$ cat config.mk
export PLATFORM = sky130hd
export DESIGN_NAME = decode_stage_pipe_flat
export DESIGN_NICKNAME = d
export VERILOG_FILES = /design/src/rtl/decode_stage_pipe_if.sv /design/src/rtl/decode_stage_pipe.sv /design/src/flat_wrapper.sv
export SDC_FILE = /design/constraint.sdc
export NUM_CORES = 2
export LEC_CHECK = 0
export CAP_MARGIN = 25
export CORE_UTILIZATION = 35
export DETAILED_ROUTE_END_ITERATION = 16
export GPL_ROUTABILITY_DRIVEN = 0
export GPL_TIMING_DRIVEN = 0
export PLACE_DENSITY = 0.6
export RECOVER_POWER = 50
export SYNTH_ARGS = -nofsm -noshare
export SYNTH_HDL_FRONTEND = slang
export SYNTH_SLANG_ARGS = --single-unit
$ cat constraint.sdc
create_clock -name clk -period 49.1 [get_ports clk]
set_input_delay 9.82 -clock clk [delete_from_list [all_inputs] [get_ports clk]]
set_output_delay 9.82 -clock clk [all_outputs]
set_load 0.02 [all_outputs]
$ cat src/rtl/decode_stage_pipe_if.sv
// ID-stage bus: IF/ID inputs, WB write port, stall request and ID/EX outputs.
interface decode_stage_pipe_if #(
    parameter int unsigned XLEN = 32
);
    logic [31:0]     id_instr;
    logic [XLEN-1:0] id_pc;
    logic            id_valid;
    logic            flush_i;
    logic            wb_we;
    logic [4:0]      wb_rd;
    logic [XLEN-1:0] wb_data;
    logic            stall_o;
    logic            ex_valid;
    logic            ex_illegal;
    logic [XLEN-1:0] ex_rd1;
    logic [XLEN-1:0] ex_rd2;
    logic [XLEN-1:0] ex_imm;
    logic [XLEN-1:0] ex_pc;
    logic [4:0]      ex_rs1;
    logic [4:0]      ex_rs2;
    logic [4:0]      ex_rd;
    logic [1:0]      ex_result_src;
    logic            ex_mem_write;
    logic            ex_reg_write;
    logic            ex_alu_src;
    logic            ex_branch;
    logic            ex_jump;
    logic [2:0]      ex_alu_control;

    modport master (
        output id_instr, id_pc, id_valid, flush_i, wb_we, wb_rd, wb_data,
        input  stall_o, ex_valid, ex_illegal, ex_rd1, ex_rd2, ex_imm, ex_pc,
               ex_rs1, ex_rs2, ex_rd, ex_result_src, ex_mem_write, ex_reg_write,
               ex_alu_src, ex_branch, ex_jump, ex_alu_control
    );

    modport slave (
        input  id_instr, id_pc, id_valid, flush_i, wb_we, wb_rd, wb_data,
        output stall_o, ex_valid, ex_illegal, ex_rd1, ex_rd2, ex_imm, ex_pc,
               ex_rs1, ex_rs2, ex_rd, ex_result_src, ex_mem_write, ex_reg_write,
               ex_alu_src, ex_branch, ex_jump, ex_alu_control
    );
endinterface

$ cat src/rtl/decode_stage_pipe.sv
// RV32I-subset decode stage: register file, decoder, immediates, load-use
// stall and ID/EX register. XLEN must match the interface instance's XLEN.
module decode_stage_pipe #(
    parameter int unsigned XLEN  = 32,
    parameter int unsigned NREGS = 32
) (
    input  logic               clk,
    input  logic               rst,
    decode_stage_pipe_if.slave bus
);

    localparam int unsigned RIDX = (NREGS > 1) ? $clog2(NREGS) : 1;

    localparam logic [6:0] OP_LW  = 7'b0000011;
    localparam logic [6:0] OP_SW  = 7'b0100011;
    localparam logic [6:0] OP_R   = 7'b0110011;
    localparam logic [6:0] OP_I   = 7'b0010011;
    localparam logic [6:0] OP_BEQ = 7'b1100011;
    localparam logic [6:0] OP_JAL = 7'b1101111;

    localparam logic [2:0] ALU_ADD = 3'b000;
    localparam logic [2:0] ALU_SUB = 3'b001;
    localparam logic [2:0] ALU_AND = 3'b010;
    localparam logic [2:0] ALU_OR  = 3'b011;
    localparam logic [2:0] ALU_SLT = 3'b101;

    typedef struct packed {
        logic            valid;
        logic            illegal;
        logic [XLEN-1:0] rd1;
        logic [XLEN-1:0] rd2;
        logic [XLEN-1:0] imm;
        logic [XLEN-1:0] pc;
        logic [4:0]      rs1;
        logic [4:0]      rs2;
        logic [4:0]      rd;
        logic [1:0]      result_src;
        logic            mem_write;
        logic            reg_write;
        logic            alu_src;
        logic            branch;
        logic            jump;
        logic [2:0]      alu_control;
    } ex_t;

    logic [XLEN-1:0] regs [NREGS];
    logic [6:0]      opcode;
    logic [2:0]      funct3;
    logic [4:0]      rs1;
    logic [4:0]      rs2;
    logic [4:0]      rd;
    logic [XLEN-1:0] rd1;
    logic [XLEN-1:0] rd2;
    logic [XLEN-1:0] imm_i;
    logic [XLEN-1:0] imm_s;
    logic [XLEN-1:0] imm_b;
    logic [XLEN-1:0] imm_j;
    logic [3:0]      alu_r;
    logic [3:0]      alu_i;
    logic            use_rs1;
    logic            use_rs2;
    logic            illegal;
    logic            stall;
    ex_t             dec;
    ex_t             ex_d;
    ex_t             ex_q;

    // True when idx addresses a physical register.
    function automatic logic in_range(input logic [4:0] idx);
        return {1'b0, idx} < 6'(NREGS);
    endfunction

    // funct3 to ALU op, returned as {legal, control}.
    function automatic logic [3:0] alu_decode(input logic [2:0] f3, input logic sub);
        case (f3)
            3'b000:  return {1'b1, (sub ? ALU_SUB : ALU_ADD)};
            3'b111:  return {1'b1, ALU_AND};
            3'b110:  return {1'b1, ALU_OR};
            3'b010:  return {1'b1, ALU_SLT};
            default: return 4'b0000;
        endcase
    endfunction

    assign opcode = bus.id_instr[6:0];
    assign funct3 = bus.id_instr[14:12];
    assign rs1    = bus.id_instr[19:15];
    assign rs2    = bus.id_instr[24:20];
    assign rd     = bus.id_instr[11:7];

    assign imm_i = {{(XLEN-12){bus.id_instr[31]}}, bus.id_instr[31:20]};
    assign imm_s = {{(XLEN-12){bus.id_instr[31]}}, bus.id_instr[31:25], bus.id_instr[11:7]};
    assign imm_b = {{(XLEN-13){bus.id_instr[31]}}, bus.id_instr[31], bus.id_instr[7],
                    bus.id_instr[30:25], bus.id_instr[11:8], 1'b0};
    assign imm_j = {{(XLEN-21){bus.id_instr[31]}}, bus.id_instr[31], bus.id_instr[19:12],
                    bus.id_instr[20], bus.id_instr[30:21], 1'b0};

    // Sub is only reachable from R-type; in I-type bit 30 belongs to the immediate.
    assign alu_r = alu_decode(funct3, bus.id_instr[30]);
    assign alu_i = alu_decode(funct3, 1'b0);

    // Register write port; x0 and unimplemented indices drop writes.
    always_ff @(posedge clk or posedge rst) begin
        if (rst) begin
            for (int i = 0; i < int'(NREGS); i++) begin
                regs[i] <= '0;
            end
        end else if (bus.wb_we && bus.wb_rd != 5'd0 && in_range(bus.wb_rd)) begin
            regs[bus.wb_rd[RIDX-1:0]] <= bus.wb_data;
        end
    end

    // Read ports with same-cycle WB bypass.
    always_comb begin
        rd1 = '0;
        rd2 = '0;
        if (rs1 != 5'd0 && in_range(rs1)) begin
            rd1 = (bus.wb_we && bus.wb_rd == rs1) ? bus.wb_data : regs[rs1[RIDX-1:0]];
        end
        if (rs2 != 5'd0 && in_range(rs2)) begin
            rd2 = (bus.wb_we && bus.wb_rd == rs2) ? bus.wb_data : regs[rs2[RIDX-1:0]];
        end
    end

    // Control decode and immediate select for the instruction in ID.
    always_comb begin
        dec         = '0;
        use_rs1     = 1'b0;
        use_rs2     = 1'b0;
        illegal     = 1'b0;
        dec.valid   = 1'b1;
        dec.pc      = bus.id_pc;
        dec.rs1     = rs1;
        dec.rs2     = rs2;
        dec.rd      = rd;
        dec.rd1     = rd1;
        dec.rd2     = rd2;
        case (opcode)
            OP_LW: begin
                use_rs1         = 1'b1;
                dec.result_src  = 2'b01;
                dec.reg_write   = 1'b1;
                dec.alu_src     = 1'b1;
                dec.alu_control = ALU_ADD;
                dec.imm         = imm_i;
                illegal         = (funct3 != 3'b010);
            end
            OP_SW: begin
                use_rs1         = 1'b1;
                use_rs2         = 1'b1;
                dec.mem_write   = 1'b1;
                dec.alu_src     = 1'b1;
                dec.alu_control = ALU_ADD;
                dec.imm         = imm_s;
                illegal         = (funct3 != 3'b010);
            end
            OP_R: begin
                use_rs1         = 1'b1;
                use_rs2         = 1'b1;
                dec.reg_write   = 1'b1;
                dec.alu_control = alu_r[2:0];
                illegal         = !alu_r[3];
            end
            OP_I: begin
                use_rs1         = 1'b1;
                dec.reg_write   = 1'b1;
                dec.alu_src     = 1'b1;
                dec.alu_control = alu_i[2:0];
                dec.imm         = imm_i;
                illegal         = !alu_i[3];
            end
            OP_BEQ: begin
                use_rs1         = 1'b1;
                use_rs2         = 1'b1;
                dec.branch      = 1'b1;
                dec.alu_control = ALU_SUB;
                dec.imm         = imm_b;
                illegal         = (funct3 != 3'b000);
            end
            OP_JAL: begin
                dec.result_src  = 2'b10;
                dec.reg_write   = 1'b1;
                dec.jump        = 1'b1;
                dec.imm         = imm_j;
            end
            default: begin
                illegal = 1'b1;
            end
        endcase
        if (illegal) begin
            dec.illegal     = 1'b1;
            dec.result_src  = 2'b00;
            dec.mem_write   = 1'b0;
            dec.reg_write   = 1'b0;
            dec.alu_src     = 1'b0;
            dec.branch      = 1'b0;
            dec.jump        = 1'b0;
            dec.alu_control = ALU_ADD;
            dec.imm         = '0;
        end
    end

    // Load-use hazard: only from registered EX state and the instruction in ID.
    always_comb begin
        stall = 1'b0;
        if (!rst && bus.id_valid && ex_q.valid && ex_q.result_src == 2'b01 && ex_q.rd != 5'd0) begin
            stall = (use_rs1 && ex_q.rd == rs1) || (use_rs2 && ex_q.rd == rs2);
        end
    end

    // Next ID/EX contents: flush, stall and empty slot all insert a bubble.
    always_comb begin
        ex_d = dec;
        if (bus.flush_i || stall || !bus.id_valid) begin
            ex_d = '0;
        end
    end

    // ID/EX pipeline register.
    always_ff @(posedge clk or posedge rst) begin
        if (rst) begin
            ex_q <= '0;
        end else begin
            ex_q <= ex_d;
        end
    end

    assign bus.stall_o        = stall;
    assign bus.ex_valid       = ex_q.valid;
    assign bus.ex_illegal     = ex_q.illegal;
    assign bus.ex_rd1         = ex_q.rd1;
    assign bus.ex_rd2         = ex_q.rd2;
    assign bus.ex_imm         = ex_q.imm;
    assign bus.ex_pc          = ex_q.pc;
    assign bus.ex_rs1         = ex_q.rs1;
    assign bus.ex_rs2         = ex_q.rs2;
    assign bus.ex_rd          = ex_q.rd;
    assign bus.ex_result_src  = ex_q.result_src;
    assign bus.ex_mem_write   = ex_q.mem_write;
    assign bus.ex_reg_write   = ex_q.reg_write;
    assign bus.ex_alu_src     = ex_q.alu_src;
    assign bus.ex_branch      = ex_q.branch;
    assign bus.ex_jump        = ex_q.jump;
    assign bus.ex_alu_control = ex_q.alu_control;

endmodule

$ cat src/flat_wrapper.sv
// flat-port wrapper written by rule: the top's interface ports become plain ports
module decode_stage_pipe_flat 
#(
    parameter int unsigned XLEN  = 32,
    parameter int unsigned NREGS = 32
)
  (clk, rst, bus_id_instr, bus_id_pc, bus_id_valid, bus_flush_i, bus_wb_we, bus_wb_rd, bus_wb_data, bus_stall_o, bus_ex_valid, bus_ex_illegal, bus_ex_rd1, bus_ex_rd2, bus_ex_imm, bus_ex_pc, bus_ex_rs1, bus_ex_rs2, bus_ex_rd, bus_ex_result_src, bus_ex_mem_write, bus_ex_reg_write, bus_ex_alu_src, bus_ex_branch, bus_ex_jump, bus_ex_alu_control);
  decode_stage_pipe_if #(.XLEN(XLEN)) bus_i ();
  input  logic clk;
  input  logic rst;
  input wire logic [$bits(bus_i.id_instr)-1:0] bus_id_instr;
  input wire logic [$bits(bus_i.id_pc)-1:0] bus_id_pc;
  input wire logic [$bits(bus_i.id_valid)-1:0] bus_id_valid;
  input wire logic [$bits(bus_i.flush_i)-1:0] bus_flush_i;
  input wire logic [$bits(bus_i.wb_we)-1:0] bus_wb_we;
  input wire logic [$bits(bus_i.wb_rd)-1:0] bus_wb_rd;
  input wire logic [$bits(bus_i.wb_data)-1:0] bus_wb_data;
  output wire logic [$bits(bus_i.stall_o)-1:0] bus_stall_o;
  output wire logic [$bits(bus_i.ex_valid)-1:0] bus_ex_valid;
  output wire logic [$bits(bus_i.ex_illegal)-1:0] bus_ex_illegal;
  output wire logic [$bits(bus_i.ex_rd1)-1:0] bus_ex_rd1;
  output wire logic [$bits(bus_i.ex_rd2)-1:0] bus_ex_rd2;
  output wire logic [$bits(bus_i.ex_imm)-1:0] bus_ex_imm;
  output wire logic [$bits(bus_i.ex_pc)-1:0] bus_ex_pc;
  output wire logic [$bits(bus_i.ex_rs1)-1:0] bus_ex_rs1;
  output wire logic [$bits(bus_i.ex_rs2)-1:0] bus_ex_rs2;
  output wire logic [$bits(bus_i.ex_rd)-1:0] bus_ex_rd;
  output wire logic [$bits(bus_i.ex_result_src)-1:0] bus_ex_result_src;
  output wire logic [$bits(bus_i.ex_mem_write)-1:0] bus_ex_mem_write;
  output wire logic [$bits(bus_i.ex_reg_write)-1:0] bus_ex_reg_write;
  output wire logic [$bits(bus_i.ex_alu_src)-1:0] bus_ex_alu_src;
  output wire logic [$bits(bus_i.ex_branch)-1:0] bus_ex_branch;
  output wire logic [$bits(bus_i.ex_jump)-1:0] bus_ex_jump;
  output wire logic [$bits(bus_i.ex_alu_control)-1:0] bus_ex_alu_control;
  assign bus_i.id_instr = bus_id_instr;
  assign bus_i.id_pc = bus_id_pc;
  assign bus_i.id_valid = bus_id_valid;
  assign bus_i.flush_i = bus_flush_i;
  assign bus_i.wb_we = bus_wb_we;
  assign bus_i.wb_rd = bus_wb_rd;
  assign bus_i.wb_data = bus_wb_data;
  assign bus_stall_o = bus_i.stall_o;
  assign bus_ex_valid = bus_i.ex_valid;
  assign bus_ex_illegal = bus_i.ex_illegal;
  assign bus_ex_rd1 = bus_i.ex_rd1;
  assign bus_ex_rd2 = bus_i.ex_rd2;
  assign bus_ex_imm = bus_i.ex_imm;
  assign bus_ex_pc = bus_i.ex_pc;
  assign bus_ex_rs1 = bus_i.ex_rs1;
  assign bus_ex_rs2 = bus_i.ex_rs2;
  assign bus_ex_rd = bus_i.ex_rd;
  assign bus_ex_result_src = bus_i.ex_result_src;
  assign bus_ex_mem_write = bus_i.ex_mem_write;
  assign bus_ex_reg_write = bus_i.ex_reg_write;
  assign bus_ex_alu_src = bus_i.ex_alu_src;
  assign bus_ex_branch = bus_i.ex_branch;
  assign bus_ex_jump = bus_i.ex_jump;
  assign bus_ex_alu_control = bus_i.ex_alu_control;
  decode_stage_pipe #(.XLEN(XLEN), .NREGS(NREGS)) u_core (.clk(clk), .rst(rst), .bus(bus_i));
endmodule
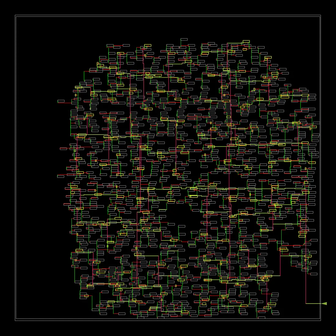
clock_nets.png
number of clock buffer instances in the layout: 203
clock tree sinks: 1168
final clock skew: 0.0239 ns
clock network power consumption: 1.02 mW
Flop Count: 1168

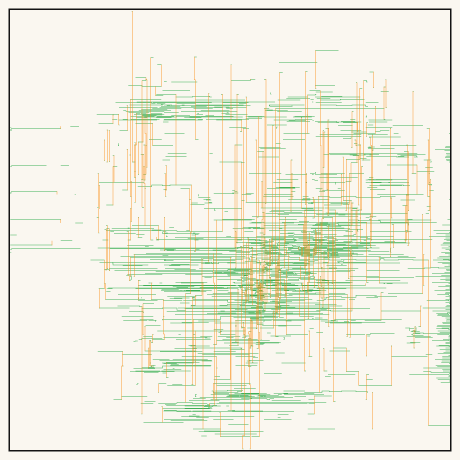
layers.png
Two of the layers only.
Key: M3 = green [wire length 23.0 mm]; M4 = orange [wire length 12300 um]
drt wl/cell: 32.1 um
total track usage: 26.1%
via count: 42800
total wire length: 229000 um

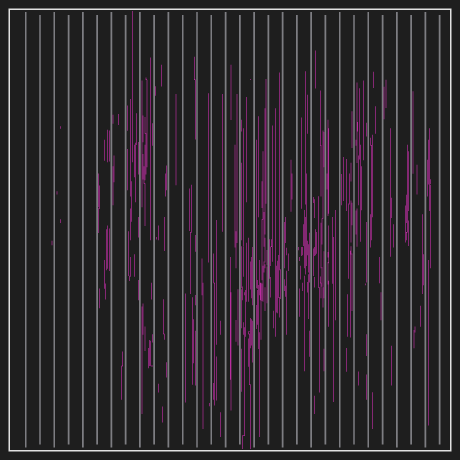
m4.png
Supply wires on this layer in gray.
177 nets have wire on it. The layer holds 5.4% of the routed length. The layer carries 12300 um of wire.

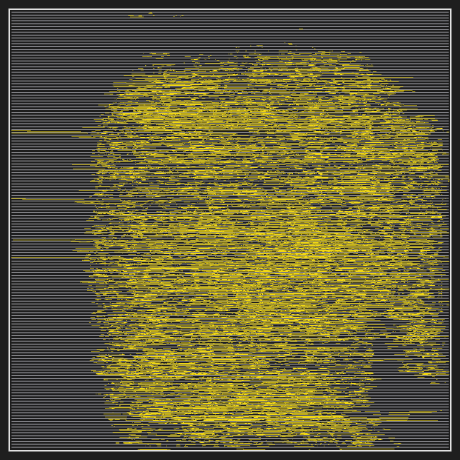
m1.png
Supply wires on this layer in gray.
The layer holds 40% of the routed length. 4529 nets have wire on it. The longest straight run is 103 um. The wires run mostly horizontal.

==> reports/results.env <==
DRV_SLEW=376
MIN_TO='u_core.regs[995]$_DFFE_PP0P_'
DP.CELLS=6891
PLACED_CELL_AREA_SQ_UM=66400
RUN_STATUS='finished, violations left'
DRC=0
SYNTH_CELL_TYPES=60
CTS_BUFFER_DEPTH=3
FRACTION_OF_FINAL_LAYOUT_CELLS_SIZED_BEYOND_DRIVE_STRENGTH_1_PCT=35.2
SLEW-LIMIT-HEADROOM_PCT=-355
CTS_HTREE_LEVELS=4
EDF_COUNT=0
CTS.HOLD.BUFFERS_ADDED=0
CLKLATENCYLATEPIN_NS=0.80
SYNTHESIS.NETS=4426
REGTOREGSETUPSLACK_NS=46.21
END_KIND='primary output'
CP-ENDPOINT='bus_stall_o'
CP-STARTPOINT='bus_id_instr[24]'
SHARE_OF_FLIP_FLOPS_WITH_AN_ASYNCHRONOUS_SET_OR_RESET_PCT=100
CRITPATHLAUNCHTYPE='input pin'
P_PER_AREA_nW_PER_UM2=39.5
TOP_CELL='sky130_fd_sc_hd__dfrtp_1'
MAX_FREQ_MHz=44.8
CTS_RESIZED=0
CRITICAL_PATH.CELL_CHAIN='clkdlybuf4s50_1, xnor2_1, nand4_1, a2111oi_4, o21ai_4, buf_6, inv_1, clkdlybuf4s50_1'
CORE_FOOTPRINT_SQ_UM=172000
CPMAXSTAGEDELAYCELL='sky130_fd_sc_hd__clkdlybuf4s50_1'
ANTENNA_VIOLATIONS_BEFORE_REPAIR=19
MAXIMUM_FANOUT_ALONG_THE_WORST_PATH=10
VIOLATIONS='capacitance limit, slew limit'
DIEHEIGHT_UM=418
YOSYSCELLCOUNT=4320
GRT_START_MAX_NET_PINS=126
TOP_AREA_SHARE_PCT=48.2
WORSTPATHARRIVAL_NS=12.52
CRITICAL_PATH_BUF_INV_COUNT=4
CP_TOP_FAMILY='buffers and inverters'
FF2FF_PATH_DEPTH=7
GLOBAL_ROUTE_WIRE_LENGTH_BEFORE_REPAIR_UM=323000
CTS_INSERTED_BUFFERS=135
SYNTH-WARNING-COUNT=0
FIN_CELLS=7137
POWER.IR.VDD_WORST_mV=0.0241
MAX_CAP_VIOL_COUNT=4
WARNINGS=47
[per-layer routing]
metal	GRT usage (%)	up-vias	part of all wire, %
met1	33.8	22800	40
met3	7.93	622	10
met5	0.278	-	0.075
li1	-	17100	-
met2	39.5	2248	45
met4	13.1	18	5.4
[power breakdown]
group	leakage [nW]	internal (mW)	total, mW	switching (mW)
clock network	2.16	0.606	1.02	0.414
registers	15.1	1.13	1.24	0.117
logic	12.8	0.288	0.525	0.237
total	30.0	2.02	2.79	0.768
[registers in the layout, summed over array words and instances (netlist names), 2 cells and up]
name                       flops
u_core.bus.ex_rd2             32
u_core.bus.ex_imm             21
u_core.bus.ex_rs1              5
u_core.bus.ex_rd               5
u_core.bus.ex_rs2              5
u_core.regs                 1024
u_core.bus.ex_alu_control      3
u_core.bus.ex_pc              32
u_core.bus.ex_result_src       2
u_core.bus.ex_rd1             32
[cell usage in the layout (no fill, tap or decap), types with 22 or more instances in the layout]
master and instances:
sky130_fd_sc_hd__a211oi_1 126, sky130_fd_sc_hd__a221oi_1 63, sky130_fd_sc_hd__a22oi_1 65, sky130_fd_sc_hd__and3_1 50, sky130_fd_sc_hd__buf_2 101, sky130_fd_sc_hd__buf_4 57, sky130_fd_sc_hd__buf_6 29, sky130_fd_sc_hd__clkbuf_1 335
sky130_fd_sc_hd__clkbuf_16 141, sky130_fd_sc_hd__clkbuf_8 28, sky130_fd_sc_hd__clkdlybuf4s50_1 239, sky130_fd_sc_hd__dfrtp_1 1168, sky130_fd_sc_hd__mux2_1 191, sky130_fd_sc_hd__mux2_2 806, sky130_fd_sc_hd__mux2i_1 190, sky130_fd_sc_hd__mux4_2 386
sky130_fd_sc_hd__nand2_1 45, sky130_fd_sc_hd__nor2_1 162, sky130_fd_sc_hd__nor2b_1 130, sky130_fd_sc_hd__nor3_1 57, sky130_fd_sc_hd__nor3_2 76, sky130_fd_sc_hd__o21ai_0 104, sky130_fd_sc_hd__o21ai_1 22, sky130_fd_sc_hd__o41ai_1 62
[worst reg2reg max path, stage by stage, from the launching register on]
cell,delay (ns)
sky130_fd_sc_hd__dfrtp_1,0.44
sky130_fd_sc_hd__or4_4,0.57
sky130_fd_sc_hd__nor2_4,0.11
sky130_fd_sc_hd__nor4b_4,0.06
sky130_fd_sc_hd__o21ai_4,0.23
sky130_fd_sc_hd__nand3_4,0.35
sky130_fd_sc_hd__buf_2,0.43
sky130_fd_sc_hd__nor3_2,0.53
[area by class of cell]
class / count / area [sq um]
inverters: 9 / 35.0
fillers: 16100 / 101000
plain buffers: 499 / 2480
clock buffers: 203 / 4040
diodes: 11 / 27.5
flip-flops and latches: 1168 / 29200
clock inverters: 26 / 342
well taps: 2310 / 2890
multi-input cells: 2644 / 28800
repair buffers: 267 / 2860
[cell families after synthesis]
logic type / after synthesis / share of synthesized area [%]
buf+inv: 508 / 4.33
mux: 1573 / 36.0
simple gates: 578 / 5.64
xor+xnor: 21 / 0.303
flops: 1168 / 48.2
compound gates: 472 / 5.58
[metrics by stage]
stage               setup WS (ns)  total power, mW
finish                      26.76             2.79
global route                26.72             2.89
CTS                         26.81             2.79
detailed placement          26.81             1.77
global placement            -7.79             1.75
floorplan                    6.38             1.61
Power and IR drop assume default switching activity.
